<file path="src/rtl/fifo_serializer_pkg.sv">
// Shared types and sizing helpers for fifo_serializer.
package fifo_serializer_pkg;

    typedef enum logic {
        IDLE = 1'b0,
        BUSY = 1'b1
    } state_t;

    function automatic int nchunk(input int width, input int chunk);
        return width / chunk;
    endfunction

    function automatic int idx_w(input int width, input int chunk);
        int n;
        n = width / chunk;
        return (n <= 1) ? 1 : $clog2(n);
    endfunction

endpackage

</file>
<file path="src/rtl/fifo_serializer.sv">
// Drains a wide Fifo1 via first/deq and pushes WIDTH/CHUNK narrow beats into enq.
// Define FIFO_SERIALIZER_MSB_FIRST_EN to emit the most-significant chunk first.
module fifo_serializer
    import fifo_serializer_pkg::*;
#(
    parameter int WIDTH = 15,
    parameter int CHUNK = 5
) (
    input  logic             CLK,
    input  logic             RST,
    input  logic [WIDTH-1:0] in_first,
    input  logic             in_first__RDY,
    output logic             in_deq__ENA,
    input  logic             in_deq__RDY,
    output logic             out_enq__ENA,
    output logic [CHUNK-1:0] out_enq_v,
    input  logic             out_enq__RDY
);

    localparam int NCHUNK = nchunk(WIDTH, CHUNK);
    localparam int IDX_W  = idx_w(WIDTH, CHUNK);
    localparam logic [IDX_W-1:0] LAST_IDX = IDX_W'(NCHUNK - 1);

    generate
        if (WIDTH % CHUNK != 0) begin : g_bad_chunk
            $error("fifo_serializer: WIDTH must be a multiple of CHUNK");
        end
    endgenerate

    state_t             r_st;
    state_t             w_st_nx;
    logic [WIDTH-1:0]   r_hold;
    logic [WIDTH-1:0]   w_hold_nx;
    logic [IDX_W-1:0]   r_idx;
    logic [IDX_W-1:0]   w_idx_nx;
    logic               w_avail;
    logic [WIDTH-1:0]   w_hold_shift;

    assign w_avail = in_first__RDY & in_deq__RDY;

`ifdef FIFO_SERIALIZER_MSB_FIRST_EN
    assign out_enq_v    = r_hold[WIDTH-1:WIDTH-CHUNK];
    assign w_hold_shift = r_hold << CHUNK;
`else
    assign out_enq_v    = r_hold[CHUNK-1:0];
    assign w_hold_shift = r_hold >> CHUNK;
`endif

    always_comb begin
        w_st_nx      = r_st;
        w_hold_nx    = r_hold;
        w_idx_nx     = r_idx;
        in_deq__ENA  = 1'b0;
        out_enq__ENA = 1'b0;
        if (!RST) begin
            case (r_st)
                IDLE: begin
                    in_deq__ENA = w_avail;
                    if (w_avail) begin
                        w_hold_nx = in_first;
                        w_idx_nx  = '0;
                        w_st_nx   = BUSY;
                    end
                end
                BUSY: begin
                    out_enq__ENA = out_enq__RDY;
                    if (out_enq__RDY) begin
                        if (r_idx == LAST_IDX) begin
                            // Refill on the last beat so consecutive words have no bubble.
                            w_idx_nx = '0;
                            if (w_avail) begin
                                in_deq__ENA = 1'b1;
                                w_hold_nx   = in_first;
                            end else begin
                                w_st_nx = IDLE;
                            end
                        end else begin
                            w_hold_nx = w_hold_shift;
                            w_idx_nx  = r_idx + 1'b1;
                        end
                    end
                end
                default: w_st_nx = IDLE;
            endcase
        end
    end

    always_ff @(posedge CLK) begin
        if (RST) begin
            r_st   <= IDLE;
            r_hold <= '0;
            r_idx  <= '0;
        end else begin
            r_st   <= w_st_nx;
            r_hold <= w_hold_nx;
            r_idx  <= w_idx_nx;
        end
    end

endmodule

</file>
<file path="config.mk">
export PLATFORM = sky130hd
export DESIGN_NAME = fifo_serializer
export DESIGN_NICKNAME = d
export VERILOG_FILES = /design/src/rtl/fifo_serializer_pkg.sv /design/src/rtl/fifo_serializer.sv
export SDC_FILE = /design/constraint.sdc
export NUM_CORES = 1
export LEC_CHECK = 0
export ABC_AREA = 1
export CORE_MARGIN = 2
export CORE_UTILIZATION = 49
export DETAILED_ROUTE_END_ITERATION = 16
export PLACE_DENSITY_LB_ADDON = 0.3
export REMOVE_ABC_BUFFERS = 1
export SYNTH_ARGS = -nofsm -noshare
export SYNTH_HDL_FRONTEND = slang
export SYNTH_SLANG_ARGS = --single-unit
</file>
<file path="constraint.sdc">
create_clock -name CLK -period 1.3 [get_ports CLK]
set_input_delay 0.26 -clock CLK [delete_from_list [all_inputs] [get_ports CLK]]
set_output_delay 0.26 -clock CLK [all_outputs]
set_load 0.05 [all_outputs]
</file>
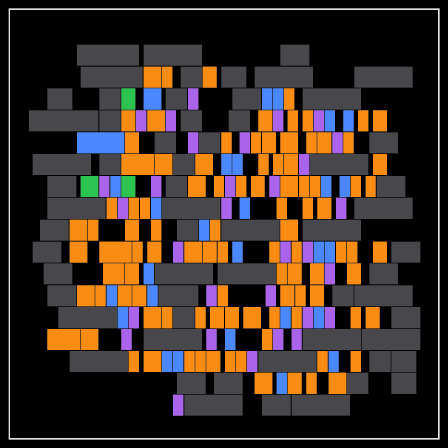
Run 1: gate-type map
NAND gates -> orange  # cells 99, most used nand2_1
NOR gates -> blue  # cells 28, most used nor2_1
inverting AOI/OAI gates -> green  # cells 3, most used a21oi_1
inverters -> purple  # cells 31, most used inv_1

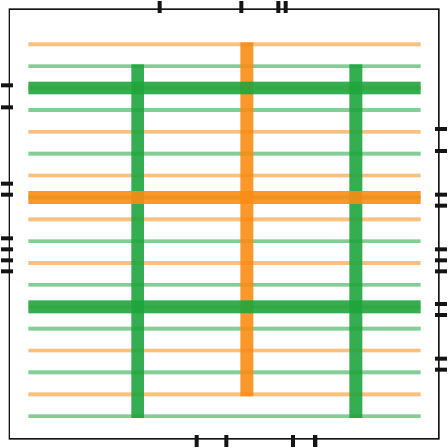
Run 1: supply network
Pins as bars on the die edge.
VDD -> orange
VSS -> green
rows = 17
met1 rails = 18
met5 straps = 3

==> run notes, run 1 <==
Entry: Yosys synthesis followed by OpenROAD place and route.

Run status:
- The run finished, with violations left.
- The final reports fail on negative setup slack.

Yosys:
- The run gives the number of different library cells in the post-synthesis netlist as 18.
- In this run the mean area of a mapped cell was 6.058 um^2.
- The run puts the count of instantiated cells in the yosys netlist at between 150 and 200.
- The run gives the synthesized area as 0.001187 mm^2.
- The run puts the sequential element share of the synthesized area at 30.35%.
- The run puts the number of warning messages in the yosys log at 0.
- The synthesized design contains 18 register bits.
- The run gives the post-synthesis instance total as 196.

Pwr:
- The run gives the sequential-cell power consumption as 643 uW.
- The switching portion of total power comes to about a third.
- The run puts the part of the power in the clock network at a little under a quarter.
- Summed over all combinational cells, the power is 527 uW.
- The run puts the part of the total power dissipated in sequential elements at between 40% and 50%.
- The run puts the leakage power total at 0.0007723 uW.
- The run puts the total power per unit cell area at 961.6 mW/mm^2.
- The power report lists cell-internal power as 1012 uW.
- The run puts the total power draw at roughly 1500 uW.
- The run puts the power spent charging and discharging nets at 518.1 uW.
- Per the power-grid run, VDD falls by no more than 0.7476 mV.
- The run gives the power in the clock group as 360 uW.
- Per report_power, the top consumer among the power groups is registers.
- Combinational logic is responsible for 34.4% of the overall power.

Cells and area:
- Per the cell usage report, the commonest logic cell in the layout is sky130_fd_sc_hd__nand2_1.
- Compared with the post-synthesis result, the final layout area differs by 34.04%.
- The repair_antennas step left the layout with diodes totalling 0.
- The run puts the net count of the finished layout at 243.
- The run gives the post-route non-filler standard cell count as 250.
- The library cells used most frequently in the layout, excluding fill and tap cells, are sky130_fd_sc_hd__nand2_1, sky130_fd_sc_hd__nand3_1, sky130_fd_sc_hd__nor2_1.
- The run puts the proportion of layout cells with a drive suffix above 1 at 16.22%.

Clocking:
- The run gives the clock transition at the registers of the reported paths as 0.12 ns.
- The run gives the library cell used as clock root buffer as sky130_fd_sc_hd__clkbuf_4.
- Hold repair after CTS inserted 0 buffers.
- TritonCTS built the clock tree.
- The run puts the post-cts resize count at 11.
- The run puts the clock latency on the worst-skew pair at 0.30 ns.
- The run puts the maximum level of the CTS H-tree at 1.
- The run gives the deepest clock path buffer count as 2.

Worst setup path:
- The most critical setup path has its endpoint at in_deq__ENA.
- The run puts the reg2reg setup slack at 0.16 ns.
- The run gives the category of the worst setup path capture point as an output pin.
- The worst setup path is launched from a register.
- On the critical path the data arrives at approximately 1.2 ns.
- The worst register-to-register path depth is 4.
- The run gives the biggest fanout along the worst timing path as 3.
- By startpoint and endpoint, the worst setup path is classified as reg2out.
- The run gives the end of the worst register-to-register path as r_hold[12]$_SDFFE_PP0P_.
- In this run the critical register-to-register path is launched from r_st$_SDFF_PP0_.
- The launch point of the critical path was reported as r_idx[0]$_SDFFE_PP0P_.

Hold path:
- Note that the worst hold path type here is in2reg.
- The path with the worst hold slack has its endpoint at r_idx[1]$_SDFFE_PP0P_.
- The run gives the hold path startpoint as RST.

Final timing:
- The run gives the maximum clock frequency as ~0.7 GHz.
- The final report lists the setup-violating endpoint count as 2.
- The run gives the final worst-path cycle share as 113.2%.
- The run puts the final setup TNS at -0.2853 ns.
- Setup repair after global routing could not meet its margin everywhere.
- The final timing report lists a hold violation count of 0.
- Max-slew check failures listed in the final report amount to 0.
- The run gives the worst clock skew as 0.007699 ns.
- The run gives the minimum clock period after layout as roughly 1.5 ns.
- After layout, the worst setup slack is -0.1713 ns.

Run:
- The run puts the stage-log warning count at 27.
- Per the run summary, max-cap violations total 0.

Die:
- The run puts the chip width at 53.23 um.
- In the floorplan report the effective utilization is a little over half.
- During I/O placement, the number of pins put on the boundary was 27.
- The run puts the area of the chip at 0.002833 mm^2.

Drt:
- For this block, the initial DRC count from the detailed router was 46.
- The run gives the post-detailed-route wirelength per cell as 11.60 um.
- For this run, design rule violations remaining after detail routing come to 0.
- The run gives the total vias in the final route as 1249.
- The count of nets left with antenna violations once routing finished came out at 0.
- The run puts the via density per instance at 4.996.
- The run gives the detailed-routing iteration count for the pre-antenna-repair pass as 4.

Placed design:
- The run puts the number of instances in the placed design at 246.
- The run gives the count of port buffers added during placement as 26.

Global route:
- The run puts the overall global routing resource usage at 23.24%.
- The run gives the initial antenna violation count as 0.
- The run puts the number of global-route vias before repair at 1111.
- The run puts the global-route wire length before repair at 4761 um.
- The run gives the largest net degree at the start of global routing as 22.
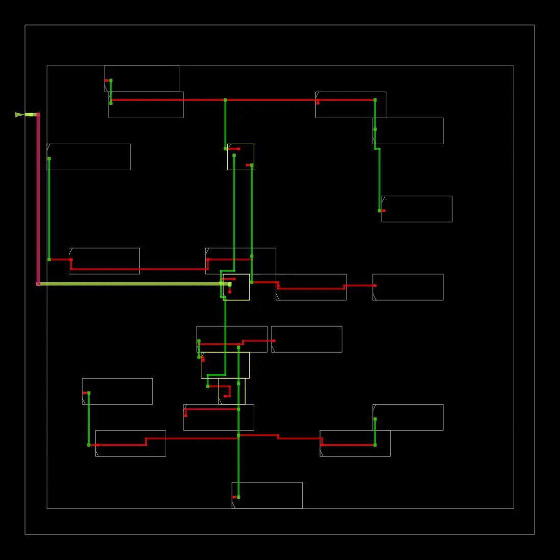
Run 1: clock routing
clock buffers: 4
number of clock buffers inserted by TritonCTS: 3
sequential cell count: 18
CTS sink count: 18

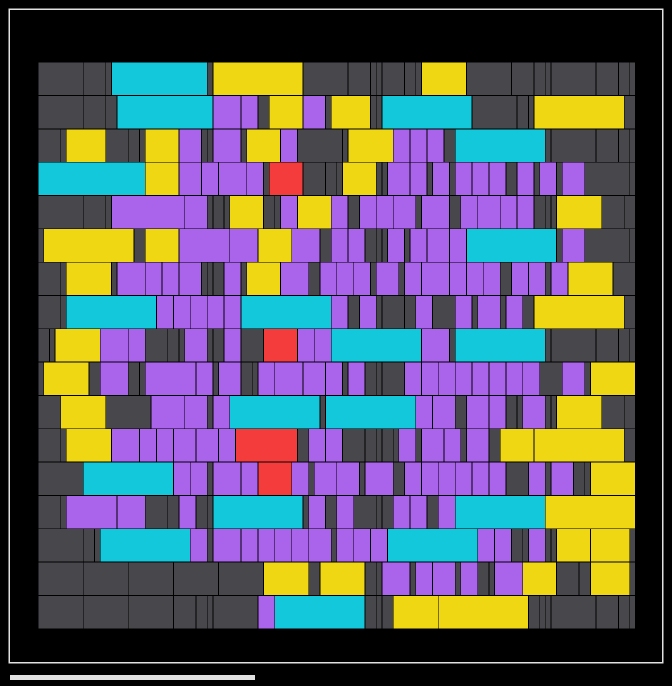
Run 1: placed cells, one color a class
Bar = 20 um. Fill, decap, tap and diode cells in gray.
flops -> cyan  # cells 18, share of their area 24%
clock drivers and dummy loads -> red  # cells 4, share of their area 2.3%
other buffers and delay cells -> yellow  # cells 39, share of their area 27%
all other logic -> purple  # cells 161, share of their area 47%
post-route cell area: 0.001592 mm^2
total number of placement rows: 17
utilization after layout: 70.59%
sequential fraction of total cell area: 23.03%

run 1: flip-flops by register name, summed over array words and instances, names as in the netlist:
name	cells
r_hold	15
r_idx	2
r_st	1
run 1: critical path: stages (launching register included):
cell and delay (ns):
sky130_fd_sc_hd__dfxtp_2 0.35, sky130_fd_sc_hd__inv_2 0.06, sky130_fd_sc_hd__nand2_2 0.06, sky130_fd_sc_hd__nand2_4 0.07, sky130_fd_sc_hd__nand2_4 0.06, sky130_fd_sc_hd__nor3_4 0.15, sky130_fd_sc_hd__buf_12 0.16
run 1: stage by stage:
| step | util [%] | cell area, um^2 | setup WS [ns] |
|---|---|---|---|
| global route | 70.59 | 1592 | -0.2273 |
| global placement | 67.98 | 1533 | -0.3069 |
| CTS | 70.09 | 1580 | -0.2009 |
| detailed placement | 67.98 | 1533 | -0.3222 |
| floorplan | - | 1070 | -0.5756 |
| finish | 70.59 | 1592 | -0.1713 |
run 1: metal layers:
layer	vias to the layer above	global-route usage (%)	wire [um]
met5	-	0	0
met4	0	8.547	27
met3	4	2.825	174
met2	34	42.18	1505
met1	548	27.48	1193
li1	663	-	-
run 1: layout make-up:
class,instances,area (um^2)
fillers,194,663.1
multi-input cells,130,614.3
repair buffers,39,422.9
flip-flops and latches,18,366.6
inverters,31,116.4
clock buffers,4,36.28
well taps,28,35.03
run 1: cell families after synthesis:
family          Yosys count  synth area share (%)
simple gates            127                 48.58
flops                    18                 30.35
buf+inv                  48                 19.70
compound gates            3                 1.370
run 1: synth_stat cells, drive strengths merged:
library cell,n,area [um^2]
a21oi,2,10.01
buf,16,113.9
nand4,16,100.1
clkbuf,1,3.750
nor2,27,101.4
nand3b,1,7.510
a31oi,1,6.260
nand2,54,217.7
inv,27,101.3
nand3,28,140.1
clkinv,4,15.01
nor3,1,10.01
dfxtp,18,360.4
Run 1, register map, names as in the netlist:
Other sequential cells in the stronger gray, the rest of the logic in the fainter gray.
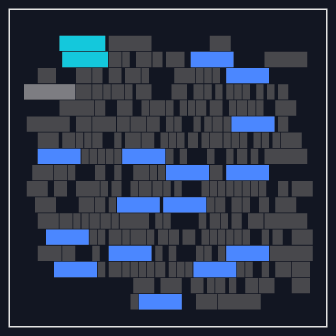

==> run 2, diff against run 1 <==
Settings changed: CORE_UTILIZATION 49 to 44.
Clock period 1.3 ns to 1.2 ns, I/O delays scaled along.
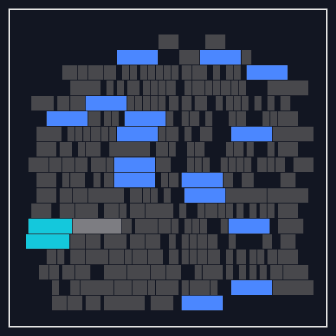
Run 2: register map, names as in the netlist
Other sequential cells in the stronger gray, the rest of the logic in the fainter gray.
`r_hold` -> blue  # placed flops 15
`r_idx` -> cyan  # placed flops 2
not colored = 1

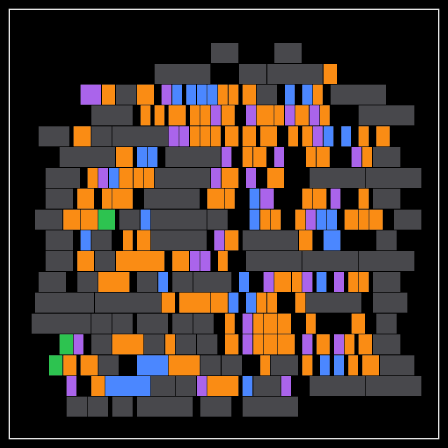
Run 2: gate-type map
non-filler cells, final: 268
leading cell type in the layout, fill and taps excluded: sky130_fd_sc_hd__nand2_1
fraction of standard cell area in multi-input logic: 36.56%

==> run 2 against run 1 <==
- the run still ends with negative setup slack left
- sequential share of layout area decreased by 2.5 points
- register-to-register slack got worse by 0.13 ns
- synthesized cell count unchanged
- clock power increased by about 10%
- flip-flop count unchanged
- critical path depth unchanged
- largest cell class unchanged
- largest power group unchanged
==> run notes, run 2 <==
Entry: Yosys synthesis followed by OpenROAD place and route.

Drt:
- The run gives the amount of wire on met2 after detailed routing as 1729 um (was 1505 um).
- The run puts the post-detailed-route DRC marker count at 0 (unchanged).
- The number of design-rule violations left by the first detailed-router iteration was 70 (was 46).
- The detailed-routing iteration count for the pre-antenna-repair pass was 4 (unchanged).
- The sum of routed wire segments on met1 came to 1296 um (was 1193 um).
- The run gives the remaining number of nets flagged by the antenna check after routing as 0 (unchanged).
- The run puts the routed length on met3 at 302 um (was 174 um).
- The top layer reached by signal wires is met4 (unchanged).
- The run gives the via density per instance as 5.142 (was 4.996).
- The run gives the total vias in the final route as 1378 (was 1249).

Global route:
- The run gives the largest net degree at the start of global routing as 25 (was 22).
- The run gives the overall global routing resource usage as 20.25% (was 23.24%).
- The run puts the number of global-route vias before repair at 1148 (was 1111).
- The run puts the initial antenna violation count at 0 (unchanged).
- The global-route wire length before repair came to 5092 um (was 4761 um).

Clocking:
- The library cell used as clock root buffer is sky130_fd_sc_hd__clkbuf_4 (unchanged).
- The run gives the clock net sink count as 18 (unchanged).
- The run gives the clock transition at the registers of the reported paths as 0.11 ns (was 0.12 ns).
- The run puts the maximum level of the CTS H-tree at 1 (unchanged).
- The run puts the deepest clock path buffer count at 2 (unchanged).
- The run puts the post-cts resize count at 13 (was 11).
- The run puts the clock latency on the worst-skew pair at 0.31 ns (was 0.30 ns).
- The run gives the cts-stage hold buffer count as 0 (unchanged).
- The run puts the count of buffers added by post-CTS timing repair for setup at 8 (was 0).

Final timing:
- The final setup TNS is -0.4343 ns (was -0.2853 ns).
- The run gives the final count of negative-setup-slack endpoints as 2 (unchanged).
- RSZ-0062 raised after global routing: yes (unchanged).
- The run puts the minimum clock period after layout at 1.564 ns.
- The run puts the worst clock skew at 0.003816 ns (was 0.007699 ns).
- Of the available clock period, the critical path in the final layout requires 130.3%.
- The run puts the least setup slack across all paths after layout at -0.3636 ns (was -0.1713 ns).
- The run puts the count of pins over their slew limit at 0 (unchanged).
- The final hold violation count is 0 (unchanged).

Worst setup path:
- The run puts the data arrival at the endpoint of the critical path at 1.32 ns (was 1.21 ns).
- The run gives the biggest fanout along the worst timing path as 2 (was 3).
- The startpoint kind of the worst setup timing path is a register (unchanged).
- The startpoint of the worst-slack reg-to-reg timing path was r_idx[0]$_SDFFE_PP0P_ (was r_st$_SDFF_PP0_).
- The category of the worst setup path capture point is an output pin (unchanged).
- The end of the worst register-to-register path was r_hold[11]$_SDFFE_PP0P_ (was r_hold[12]$_SDFFE_PP0P_).
- The slowest cell on the critical path is sky130_fd_sc_hd__dfxtp_2 (unchanged).
- The path type of the worst setup path is reg2out (unchanged).
- The most used cell along the critical path is sky130_fd_sc_hd__nand2_4 (unchanged).
- The run gives the maximum single-stage delay on the critical path as 0.34 ns (was 0.35 ns).
- The run puts the logic depth of the worst register-to-register path at 8 (was 4).
- Worst-path cell chain: inv_2 > nand2_4 > nand2_4 > nand2_4 > nor3_4 > buf_12 (was inv_2 > nand2_2 > nand2_4 > nand2_4 > nor3_4 > buf_12).
- The reg2reg setup slack is 0.03 ns (was 0.16 ns).

Yosys:
- The run puts the mean instance size in the synthesized netlist at 6.058 um^2 (unchanged).
- The fraction of registers with async set or reset after synthesis is 0% (unchanged).
- The prevailing post-synth register cell was sky130_fd_sc_hd__dfxtp_1 (unchanged).
- The run gives the most frequently used cell type in the post-synthesis netlist as sky130_fd_sc_hd__nand2_1 (unchanged).
- The synthesized-area fraction occupied by and/or/nand/nor cells came to 48.58% (unchanged).
- The run puts the synthesized area at 0.001187 mm^2 (unchanged).
- The run puts the count of instantiated cells in the yosys netlist at 196 (unchanged).
- The run puts the count of flip-flops with a built-in enable after synthesis at 0 (unchanged).
- The run gives the sequential element share of the synthesized area as 30.35% (unchanged).
- The run puts the number of warning messages in the yosys log at 0 (unchanged).
- Synth top cells by count: sky130_fd_sc_hd__nand2_1, sky130_fd_sc_hd__nand3_1, sky130_fd_sc_hd__nor2_1, sky130_fd_sc_hd__inv_1, sky130_fd_sc_hd__dfxtp_1 (unchanged).
- The run puts the total of flip-flops plus latches after synthesis at 18 (unchanged).
- The most area-hungry cell type in the Yosys netlist was sky130_fd_sc_hd__dfxtp_1 (unchanged).
- The compound-cell area share of the yosys netlist was 1.370% (unchanged).
- The number of different library cells in the post-synthesis netlist was 18 (unchanged).
- The XOR/XNOR share of the synthesized area was 0% (unchanged).
- Top cells by area: sky130_fd_sc_hd__dfxtp_1, sky130_fd_sc_hd__nand2_1, sky130_fd_sc_hd__nand3_1, sky130_fd_sc_hd__nor2_1, sky130_fd_sc_hd__nand4_1 (unchanged).
- The run gives the adder-cell share of the synthesized area as 0% (unchanged).
- The run puts the area fraction of the dominant cell type after synthesis at 30.35% (unchanged).

Run status:
- Result of the run: finished with violations (unchanged).
- Failing checks: negative setup slack (unchanged).

Die:
- The run gives the area of the chip as 0.003130 mm^2 (was 0.002833 mm^2).
- The number of core rows is 18 (was 17).
- The run gives the top-level port count as 27 (unchanged).
- The run gives the chip width as 55.95 um (was 53.23 um).

Cells and area:
- The run gives the area overhead of the layout relative to synthesis as 50.16% (was 34.04%).
- The run gives the number of flip-flops in the largest register as 15 (unchanged).
- The register with the most flip-flops is r_hold (unchanged).
- Largest registers in the final layout: r_hold (15), r_idx (2), r_st (1) (unchanged).
- Top library cells by usage in the layout, fill and taps aside: sky130_fd_sc_hd__nand2_1, sky130_fd_sc_hd__nand3_1, sky130_fd_sc_hd__nor2_1 (unchanged).
- The run puts the proportion of layout cells with a drive suffix above 1 at 24.79% (was 16.22%).
- The share of the core filled with cells in the final layout came to 70.68% (was 70.59%).
- The post-layout instance area is 0.001783 mm^2 (was 0.001592 mm^2).
- The run gives the final antenna diode count as 0 (unchanged).

Placed design:
- The count of port buffers added during placement was 26 (unchanged).
- The placed cell area was 0.001535 mm^2 (was 0.001533 mm^2).

Hold path:
- The hold path startpoint is RST (unchanged).
- The worst hold endpoint is r_st$_SDFF_PP0_ (was r_idx[1]$_SDFFE_PP0P_).

Run:
- The stage-log warning count was 27 (unchanged).
- The run gives the number of maximum-capacitance violations as 0 (unchanged).

Pwr:
- The leakage power total came to 0.0008747 uW (was 0.0007723 uW).
- The run puts the worst ir drop on vdd at 0.9757 mV (was 0.7476 mV).
- The run puts the total power per unit cell area at 978.4 mW/mm^2 (was 961.6 mW/mm^2).
-- run 2: cell counts after synthesis --
No cell type changed its count.
-- run 2: stage by stage --
stage / total power [uW] / instances / setup slack, ns
after floorplan: 991.2 / 179 / -0.6556
after global placement: 1252 / 248 / -0.3081
after detailed placement: 1269 / 248 / -0.3422
after CTS: 1678 / 260 / -0.2658
after global routing: 1826 / 268 / -0.3822
final: 1744 / 268 / -0.3636
-- run 2: worst max-delay path by stage --
stage                          start      endpoint  slack (ns)  cells past startpoint
4_1_cts        r_idx[0]$_SDFFE_PP0P_   in_deq__ENA       -0.27                      6
5_1_grt        r_idx[0]$_SDFFE_PP0P_   in_deq__ENA       -0.38                      6
3_5_place_dp            out_enq__RDY   in_deq__ENA       -0.34                      6
6_report       r_idx[0]$_SDFFE_PP0P_   in_deq__ENA       -0.36                      6
3_3_place_gp            out_enq__RDY   in_deq__ENA       -0.31                      6
2_1_floorplan        r_st$_SDFF_PP0_  out_enq__ENA       -0.66                      2
-- run 2: cell type report --
type / instances / area [um^2]
Timing Repair inverter: 1 / 5.005
Multi-Input combinational cell: 130 / 651.9
Sequential cell: 18 / 366.6
Tap cell: 30 / 37.54
Fill cell: 209 / 739.5
Timing Repair Buffer: 54 / 565.5
Clock buffer: 4 / 36.28
Inverter: 31 / 120.1
-- run 2: per-layer routing --
| metal | global-route usage, % | vias to the layer above |
|---|---|---|
| met5 | 0 | - |
| met4 | 7.143 | 0 |
| met3 | 3.256 | 10 |
| met2 | 34.35 | 69 |
| met1 | 26.01 | 603 |
| li1 | - | 696 |
-- run 2: where the power goes --
group          internal, uW  switching [uW]
Sequential              651            46.1
Clock                   185             210
Combinational           309             342
-- run 2: worst max-delay path: cells and delay by family (launching register included) --
family	cells	cell delay, ns
buf+inv	2	0.25
flops	1	0.34
simple gates	4	0.43
Power figures rest on the tool's default switching activity, not on a simulated workload.
